==> run_1/layer_met1.png <==
Scale: 3 px per µm. Supply wires on this layer in gray. Cells faint in the background.
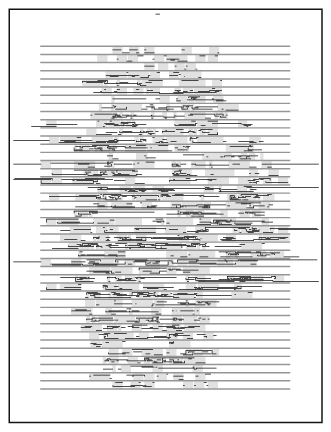
==> run_1/placement_by_type.png <==
Scale: 3 px per µm.
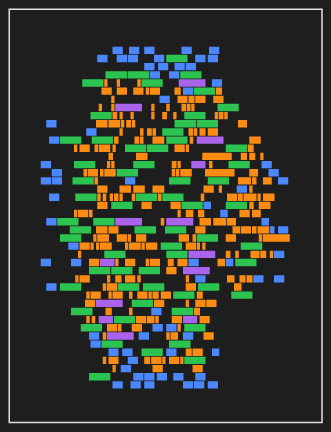
==> run_1/io_fan.png <==
Scale: 2 px per µm.
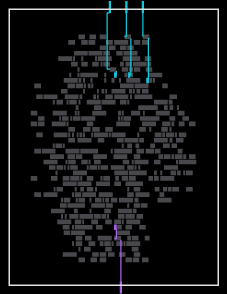
==> run_1/placement.png <==
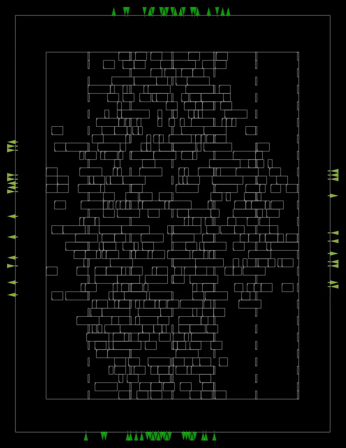
### src/rtl/alu_seq_if.sv
// Command and result handshake bundle between a command source and alu_seq.
// master: command producer / result consumer. slave: the sequencer.
interface alu_seq_if;
    logic       cmd_valid;
    logic       cmd_ready;
    logic [2:0] cmd_op;
    logic       cmd_sel;
    logic [2:0] cmd_cnt;
    logic       cmd_acc;
    logic [7:0] cmd_a;
    logic [7:0] cmd_b;
    logic       res_valid;
    logic       res_ready;
    logic [7:0] res_data;
    logic       res_carry;
    logic       res_zero;

    modport master (
        output cmd_valid, cmd_op, cmd_sel, cmd_cnt, cmd_acc, cmd_a, cmd_b,
        input  cmd_ready,
        input  res_valid, res_data, res_carry, res_zero,
        output res_ready
    );

    modport slave (
        input  cmd_valid, cmd_op, cmd_sel, cmd_cnt, cmd_acc, cmd_a, cmd_b,
        output cmd_ready,
        output res_valid, res_data, res_carry, res_zero,
        input  res_ready
    );
endinterface

### src/rtl/alu_seq.sv
// Command sequencer in front of an 8-bit combinational ALU. Latches a command,
// drives registered ALU inputs, iterates shift/rotate ops, and holds the
// result with carry/zero flags until the consumer takes it. Results feed an
// accumulator that later commands may use as operand a.
module alu_seq #(
    parameter logic [7:0] ACC_RESET = 8'h00
) (
    input  logic        clk,
    input  logic        rst_n,
    alu_seq_if.slave    bus,
    output logic [7:0]  alu_a,
    output logic [7:0]  alu_b,
    output logic [2:0]  alu_op,
    output logic        alu_in,
    input  logic [7:0]  alu_out,
    input  logic        alu_carry
);

    typedef enum logic [1:0] {
        IDLE,
        EXEC,
        DONE
    } state_t;

    state_t     state;
    state_t     state_next;

    logic [7:0] acc;
    logic [7:0] op_a;
    logic [7:0] op_b;
    logic [2:0] op;
    logic       sel;
    logic [3:0] iter;
    logic       primed;
    logic [7:0] res_data_q;
    logic       res_carry_q;

    logic       accept;
    logic       capture;
    logic       handshake;
    logic       cmd_ready_c;
    logic       res_valid_c;

    // State register.
    always_ff @(posedge clk) begin
        if (!rst_n) begin
            state <= IDLE;
        end else begin
            state <= state_next;
        end
    end

    // Next-state logic and handshake outputs.
    always_comb begin
        state_next  = state;
        accept      = 1'b0;
        capture     = 1'b0;
        handshake   = 1'b0;
        cmd_ready_c = 1'b0;
        res_valid_c = 1'b0;
        case (state)
            IDLE: begin
                cmd_ready_c = rst_n;
                if (bus.cmd_valid && cmd_ready_c) begin
                    accept     = 1'b1;
                    state_next = EXEC;
                end
            end
            EXEC: begin
                // Logic ops finish on their first working cycle; shift ops
                // finish on the cycle where one iteration remains.
                if (primed && (!op[2] || iter == 4'd1)) begin
                    capture    = 1'b1;
                    state_next = DONE;
                end
            end
            DONE: begin
                res_valid_c = 1'b1;
                if (bus.res_ready) begin
                    handshake  = 1'b1;
                    state_next = IDLE;
                end
            end
            default: state_next = IDLE;
        endcase
    end

    // Command latch, ALU input registers, iteration and result capture.
    always_ff @(posedge clk) begin
        if (!rst_n) begin
            acc         <= ACC_RESET;
            op_a        <= '0;
            op_b        <= '0;
            op          <= '0;
            sel         <= 1'b0;
            iter        <= '0;
            primed      <= 1'b0;
            alu_a       <= '0;
            alu_b       <= '0;
            alu_op      <= '0;
            alu_in      <= 1'b0;
            res_data_q  <= '0;
            res_carry_q <= 1'b0;
        end else begin
            if (accept) begin
                op_a   <= bus.cmd_acc ? acc : bus.cmd_a;
                op_b   <= bus.cmd_b;
                op     <= bus.cmd_op;
                sel    <= bus.cmd_sel;
                iter   <= (bus.cmd_cnt == 3'd0) ? 4'd8 : {1'b0, bus.cmd_cnt};
                primed <= 1'b0;
            end
            if (state == EXEC) begin
                if (!primed) begin
                    // First EXEC cycle loads the ALU input registers; the
                    // ALU registers then act as the working operands, so the
                    // shift write-back lands directly on the selected one.
                    alu_a  <= op_a;
                    alu_b  <= op_b;
                    alu_op <= op;
                    alu_in <= sel;
                    primed <= 1'b1;
                end else if (capture) begin
                    res_data_q  <= alu_out;
                    res_carry_q <= alu_carry;
                end else begin
                    if (sel) begin
                        alu_b <= alu_out;
                    end else begin
                        alu_a <= alu_out;
                    end
                    iter <= iter - 4'd1;
                end
            end
            if (handshake) begin
                acc <= res_data_q;
            end
        end
    end

    assign bus.cmd_ready = cmd_ready_c;
    assign bus.res_valid = res_valid_c;
    assign bus.res_data  = res_data_q;
    assign bus.res_carry = res_carry_q;
    assign bus.res_zero  = (res_data_q == 8'h00);

endmodule

### src/flat_wrapper.sv
// flat-port wrapper written by rule: the top's interface ports become plain ports
module alu_seq_flat 
#(
    parameter logic [7:0] ACC_RESET = 8'h00
)
  (clk, rst_n, alu_a, alu_b, alu_op, alu_in, alu_out, alu_carry, bus_cmd_valid, bus_cmd_op, bus_cmd_sel, bus_cmd_cnt, bus_cmd_acc, bus_cmd_a, bus_cmd_b, bus_cmd_ready, bus_res_valid, bus_res_data, bus_res_carry, bus_res_zero, bus_res_ready);
  alu_seq_if bus_i ();
  input  logic clk;
  input  logic rst_n;
  output logic [7:0] alu_a;
  output logic [7:0] alu_b;
  output logic [2:0] alu_op;
  output logic alu_in;
  input  logic [7:0] alu_out;
  input  logic alu_carry;
  input wire logic [$bits(bus_i.cmd_valid)-1:0] bus_cmd_valid;
  input wire logic [$bits(bus_i.cmd_op)-1:0] bus_cmd_op;
  input wire logic [$bits(bus_i.cmd_sel)-1:0] bus_cmd_sel;
  input wire logic [$bits(bus_i.cmd_cnt)-1:0] bus_cmd_cnt;
  input wire logic [$bits(bus_i.cmd_acc)-1:0] bus_cmd_acc;
  input wire logic [$bits(bus_i.cmd_a)-1:0] bus_cmd_a;
  input wire logic [$bits(bus_i.cmd_b)-1:0] bus_cmd_b;
  output wire logic [$bits(bus_i.cmd_ready)-1:0] bus_cmd_ready;
  output wire logic [$bits(bus_i.res_valid)-1:0] bus_res_valid;
  output wire logic [$bits(bus_i.res_data)-1:0] bus_res_data;
  output wire logic [$bits(bus_i.res_carry)-1:0] bus_res_carry;
  output wire logic [$bits(bus_i.res_zero)-1:0] bus_res_zero;
  input wire logic [$bits(bus_i.res_ready)-1:0] bus_res_ready;
  assign bus_i.cmd_valid = bus_cmd_valid;
  assign bus_i.cmd_op = bus_cmd_op;
  assign bus_i.cmd_sel = bus_cmd_sel;
  assign bus_i.cmd_cnt = bus_cmd_cnt;
  assign bus_i.cmd_acc = bus_cmd_acc;
  assign bus_i.cmd_a = bus_cmd_a;
  assign bus_i.cmd_b = bus_cmd_b;
  assign bus_cmd_ready = bus_i.cmd_ready;
  assign bus_res_valid = bus_i.res_valid;
  assign bus_res_data = bus_i.res_data;
  assign bus_res_carry = bus_i.res_carry;
  assign bus_res_zero = bus_i.res_zero;
  assign bus_i.res_ready = bus_res_ready;
  alu_seq #(.ACC_RESET(ACC_RESET)) u_core (.clk(clk), .rst_n(rst_n), .bus(bus_i), .alu_a(alu_a), .alu_b(alu_b), .alu_op(alu_op), .alu_in(alu_in), .alu_out(alu_out), .alu_carry(alu_carry));
endmodule
### config.mk
export PLATFORM = sky130hd
export DESIGN_NAME = alu_seq_flat
export DESIGN_NICKNAME = d
export VERILOG_FILES = /design/src/rtl/alu_seq_if.sv /design/src/rtl/alu_seq.sv /design/src/flat_wrapper.sv
export SDC_FILE = /design/constraint.sdc
export NUM_CORES = 1
export LEC_CHECK = 0
export CAP_MARGIN = 0
export CORE_ASPECT_RATIO = 1.4
export CORE_MARGIN = 10
export CORE_UTILIZATION = 30
export CTS_CLUSTER_DIAMETER = 60
export CTS_CLUSTER_SIZE = 40
export DETAILED_ROUTE_END_ITERATION = 8
export SLEW_MARGIN = 10
export SYNTH_ARGS = -nofsm -noshare
export SYNTH_HDL_FRONTEND = slang
export SYNTH_SLANG_ARGS = --single-unit
### constraint.sdc
create_clock -name clk -period 2.5 [get_ports clk]
set_input_delay 0.5 -clock clk [delete_from_list [all_inputs] [get_ports clk]]
set_output_delay 0.5 -clock clk [all_outputs]
set_load 0.02 [all_outputs]
==> results.yml, run 1 <==
# flow metrics
yosys:
  synthCells: 311
  synthArstFlopShare_pct: 0
  yosysUniqueCellTypes: 34
  numSynthFlops: 64
  flop_cell: "dfxtp_1"
  synthAdderAreaFrac_pct: 0.850
  yosys.stat.seqShare_pct: 43.5
  syn_nets: 350
  top_logic_kind: "multiplexers"
  yosys_warnings: 0
  ys_sh_mux_pct: 22.6
  syn_avg_cell_area_um2: 9.47
  edf_count: 0
floorplan:
  fp.dieW_um: 104
  design.core.area_um2: 9510
  die_area_um2: 14200
  tap_cells: 132
cts:
  cts_resized: 0
  htree_num_levels: 3
  cts_max_path_buffers: 2
  holdBufCountCts: 0
  clock_sinks: 64
  cts_setup_buffers: 0
grt:
  grt_max_degree: 84
  grt_usage_pct: 11.2
  antenna_found_initial: 0
  grt_pass1_vias: 2414
  globalRouteOverflowTotal: 0
run:
  warnings: 27
  drv_cap: 0
route:
  antenna_left: 0
  routed_wl_mm: 7.86
  firstDrtPassIters: 4
worst_setup_path:
  path_cells: "or4_1 > nor2_1 > clkdlybuf4s50_1"
  cp_num_buf_inv: 1
  cp.arrival_ns: 1.90
  cp.required_ns: 2.00
power:
  p_sw_share_pct: 23.7
  seq_power_share_pct: 41.5
  ir_drop_v: 0.000333
  power_density_nw_per_um2: 670
  pg_seq_mw: 1.11
  clockPowerShare_pct: 43.6
  p_sw_mw: 0.636
  internal_power_mw: 2.04
placement:
  place_hpwl_mm: 5.79
  pre_cts_slack_ns: 0.364
  gp_congestion: 0.756
  place_inst: 491
finish:
  layout-drive-gt1-share_pct: 11.8
  area_growth_pct: 35.9
  nFillCells: 929
  nMultiInputCombCells: 219
  non_clock_buffer_count: 73
  nNetsFinal: 409
  final_util_pct: 42.1
  sh_comb_area_pct: 38.7
  n_all_inverters: 3
  signal_buffer_area_fraction_pct: 17.8
sta:
  finalHoldViolations: 0
  hold_slack_ns: 0.455
  slew_violations: 0
  finalCritPeriodShare_pct: 96.1
run_status:
  outcome: "finished clean"
min_path:
  hold_path.class: "flop to flop"
About layer_met1.png:
share of all routed wire = 40%
wire length on this layer = 3150 µm
longest straight run = 32.7 µm

About placement_by_type.png:
blue -> remaining buffers and delay cells  # cells 73, share of their area 19%
orange -> combinational and other logic  # cells 222, share of their area 41%
green -> sequential cells  # cells 64, share of their area 33%
purple -> clock drivers and dummy loads  # cells 13, share of their area 7.3%

About io_fan.png:
purple -> bus_res_zero  # bits 1, direction output, edge bottom, end cells 1, buffers 1, wire 28.1 µm
cyan -> bus_cmd_op  # bits 3, direction input, edge top, end cells 3, buffers 3, wire 101 µm

About placement.png:
Rows: 42
flop count: 64
Finished Layout Cells: 504

run 1: cells in the final DEF, fill, tap and decap left out:
cell             Yosys  final
inv_1                3      3
dfxtp_1             64     64
or3b_1               1      1
nand4_1              2      2
a21oi_1              1      1
clkbuf_16            0      9
and4b_1              1      1
buf_2                8      1
nand2b_1             1      1
nand4bb_1            1      1
o211a_1             11     11
mux2i_1             45     45
o21ai_0             12     12
mux2_2              19     19
and2b_2              1      1
or4_1                2      2
nor4bb_4             0      1
nand3_1              3      3
nand4b_1             1      1
nor2b_1             16     16
clkbuf_8             0      4
nand2_1             84     84
xnor2_1              1      1
a41oi_4              2      2
a311oi_1             1      1
nor3_1               1      1
and2_2               1      1
nor3b_2              0      1
nand3b_1             2      2
ha_1                 2      2
o21a_1               2      2
nor2_1               3      3
nor4b_1              1      1
clkdlybuf4s50_1      0     67
buf_4                1      5
run 1: cells in the mapped netlist, drive strengths merged (2+ instances only):
cell    number  area [µm²]
o211a       11         110
nand3        3        15.0
nand4        2        12.5
buf         11        70.1
o21ai       12        60.1
ha           2        25.0
dfxtp       64        1280
o21a         2        15.0
clkbuf      14        52.6
mux2i       45         450
nand2       84         315
inv          3        11.3
or4          2        15.0
nor2b       16         100
mux2        19         214
a41oi        2        55.1
nand3b       2        15.0
nor2         3        11.3
run 1: path summary, 6_finish.rpt:
check                          from              end  slack [ns]  depth (start not counted)
max          u_core.bus.res_data[7]     bus_res_zero         0.1                          3
min                  u_core.op_b[0]   u_core.op_b[0]        0.46                          2
max reg2reg          u_core.iter[0]  u_core.alu_a[6]        0.57                          4
min reg2reg          u_core.op_b[0]   u_core.op_b[0]        0.46                          2
run 1: layer usage:
layer,track usage [%],routed length (µm)
met5,0,0
met4,5.35,136
met3,2.99,324
met2,20.4,4250
met1,11.9,3150
--- run 2 (diff from run 1) ---
Settings changed: GPL_TIMING_DRIVEN set to 1, SLEW_MARGIN 10 to 25.
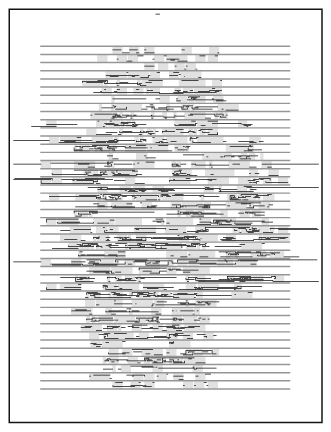
(run_2/layer_met1.png)
Scale: 3 px per µm. Supply wires on this layer in gray. Cells faint in the background.
wire length on this layer = 3150 µm
nets with wire on the layer = 374
main direction = horizontal

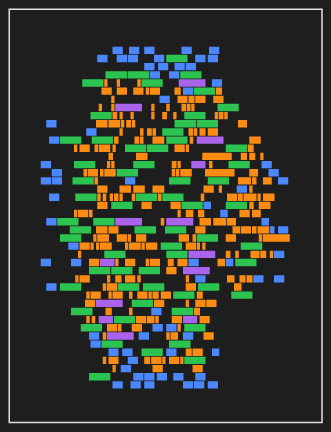
(run_2/placement_by_type.png)
Scale: 3 px per µm.
fin util: 42.1%
fraction of area in registers: 32.0%
post-route design area: 4000 µm²
core area: 9510 µm²

==> results.yml, run 2 <==
# flow metrics
power:
  seq_power_share_pct: 41.5
  internal_power_mw: 2.04
  clockPowerShare_pct: 43.6
  power_density_nw_per_um2: 670
  leakagePower_nw: 1.69
  p_sw_mw: 0.636
  p_sw_share_pct: 23.7
  ir_drop_v: 0.000333
  combinationalPowerShare_pct: 14.8
min_path:
  min_path_cells: 2
  hp-start: "u_core.op_b[0]"
  hold_path.class: "flop to flop"
  hold_end: "u_core.op_b[0]"
grt:
  antenna_found_initial: 0
  grt_max_degree: 84
  use_met3_pct: 2.99
  grt_most_used_layer: "met2"
  grtUsageMet1_pct: 11.9
  grt_util_met2_pct: 20.4
  grt_usage_pct: 11.2
  grt_pass1_vias: 2414
  grt_pass1_wl_mm: 12.7
  globalRouteOverflowTotal: 0
route:
  dr.max_layer_used: "met4"
  wl_met2_mm: 4.25
  drc: 0
  routed_wl_mm: 7.86
  post_drt_via_cell_ratio: 4.51
  firstDrtPassIters: 4
  wl_met3_um: 324
  vias: 2275
  antenna_left: 0
  first_iter_violations: 82
  m1WireLength_mm: 3.15
  wl_per_cell_um: 15.6
cts:
  cts_resized: 0
  clkTransAtPathRegs_ns: 0.05
  clock_latency_ns: 0.32
  cts_setup_buffers: 0
  holdBufCountCts: 0
  tritoncts: "yes"
  htree_num_levels: 3
  clock_sinks: 64
  numCtsBuffers: 9
  cts_max_path_buffers: 2
  clockRootBuffer: "clkbuf_16"
yosys:
  area_leaders: "dfxtp_1 44%, mux2i_1 15%, nand2_1 11%, mux2_2 7.3%, o211a_1 3.7%"
  syn_nets: 350
  yosys.stat.seqShare_pct: 43.5
  syn_avg_cell_area_um2: 9.47
  synthMostInstantiatedCell: "nand2_1"
  largest_area_cell: "dfxtp_1"
  synthArstFlopShare_pct: 0
  ys_cells: 311
  yosys_warnings: 0
  edf_count: 0
  synthCells: 311
  yosysUniqueCellTypes: 34
  synth.top_cells.by_count: "84 x nand2_1, 64 x dfxtp_1, 45 x mux2i_1"
  ys_area_um2: 2940
  numSynthFlops: 64
  syn_area_um2: 2940
  flop_cell: "dfxtp_1"
  synth_top_area_share_pct: 43.5
sta:
  worst_pin_slew_ns: 0.804
  final.min_clock_period_ns: 2.40
  finalSetupViolations: 0
  finalCritPeriodShare_pct: 96.1
  slew_violations: 0
  hold_slack_ns: 0.455
  fmax_mhz: 416
  finalHoldViolations: 0
  rsz0062_at_grt: "no"
  slew_headroom_pct: 46.4
  finClkSkew_ns: 0.00403
  tns_ns: 0
worst_setup_path:
  cp_num_buf_inv: 1
  r2r_end: "u_core.alu_a[6]"
  cp_max_fo: 4
  r2r-start: "u_core.iter[0]"
  path_cells: "or4_1 > nor2_1 > clkdlybuf4s50_1"
  r2r_slack_ns: 0.57
  endpoint_kind: "output port"
  cp.required_ns: 2.00
  worst_r2r_path_depth: 4
  cp_top_family: "simple AND/OR/NAND/NOR gates"
  cp.arrival_ns: 1.90
  critPathKind: "flop to output port"
  start_kind: "flop"
  critPathSlowestCell: "clkdlybuf4s50_1"
  crit_path_max_incr_delay_ns: 0.62
floorplan:
  rows: 42
  die_area_um2: 14200
  initial_utilization_pct: 31.0
  fp.dieW_um: 104
  dieHeight_um: 137
placement:
  gp_congestion: 0.756
  place_hpwl_mm: 5.79
  place_area_um2: 3720
finish:
  final_layout_top_logic_cells: "84 x nand2_1, 67 x clkdlybuf4s50_1, 64 x dfxtp_1"
  layout-drive-gt1-share_pct: 11.8
  antennaDiodeCount: 0
  nNetsFinal: 409
  nFillCells: 929
  mostFrequentLayoutCell: "nand2_1"
  area_growth_pct: 35.9
run:
  warnings: 27
  drv_cap: 0
run_status:
  outcome: "finished clean"
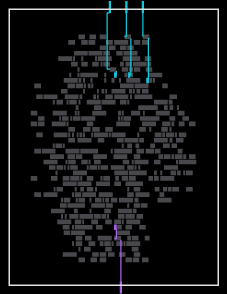
(run_2/io_fan.png)
Scale: 2 px per µm.
purple -> bus_res_zero  # bits 1, direction output, edge bottom, end cells 1, buffers 1, wire 28.1 µm
cyan -> bus_cmd_op  # bits 3, direction input, edge top, end cells 3, buffers 3, wire 101 µm
Boundary Pins: 69
Port Buf Inserts: 68

==> run 2: cell counts after synthesis <==
Identical to the previous run, type by type.
==> run 2: cells by family after synthesis <==
group,synth area share [%]
and+or+nand+nor,19.6
muxes,22.6
DFF,43.5
AOI/OAI and AO/OA,8.63
buffers and inverters,4.55
adders and majority gates,0.850
xor gates and xnor gates,0.298
==> run 2: worst max path at each step <==
stage | startpoint | to | slack [ns] | cells after the start
floorplan | u_core.bus.res_data[7] | bus_res_zero | 0.79 | 2
global placement | u_core.bus.res_data[7] | bus_res_zero | 0.41 | 3
detailed placement | bus_cmd_valid | u_core.iter[3] | 0.36 | 5
CTS | u_core.bus.res_data[3] | bus_res_zero | 0.08 | 3
global route | u_core.bus.res_data[7] | bus_res_zero | 0.02 | 3
finish | u_core.bus.res_data[7] | bus_res_zero | 0.1 | 3
==> run 2: power by group through the flow <==
| stage | Sequential [mW] | Clock (mW) | Combinational, mW |
|---|---|---|---|
| global route | 1.12 | 1.25 | 0.436 |
| finish | 1.11 | 1.17 | 0.398 |
| floorplan | 1.14 | 0 | 0.231 |
| CTS | 1.11 | 1.20 | 0.407 |
| global placement | 1.13 | 0 | 0.403 |
| detailed placement | 1.13 | 0 | 0.405 |
==> run 2: area by class of cell <==
cell class	instances	area (µm²)	area share, %
clock buffer	13	280	7.01
inverter	3	11.3	0.282
multi-input combinational	219	1550	38.7
sequential	64	1280	32.0
tap	132	165	4.13
timing repair buffer	73	713	17.8
==> run 2: per-stage QoR <==
stage	util, %	instances	setup slack, ns	power [mW]
3_5_place_dp	39.1	491	0.364	1.54
4_1_cts	42.1	504	0.0764	2.72
3_3_place_gp	39.1	491	0.407	1.54
5_1_grt	42.1	504	0.0214	2.80
6_report	42.1	504	0.0976	2.68
2_1_floorplan	-	311	0.792	1.37
Power is estimated from default activity; no workload was simulated.
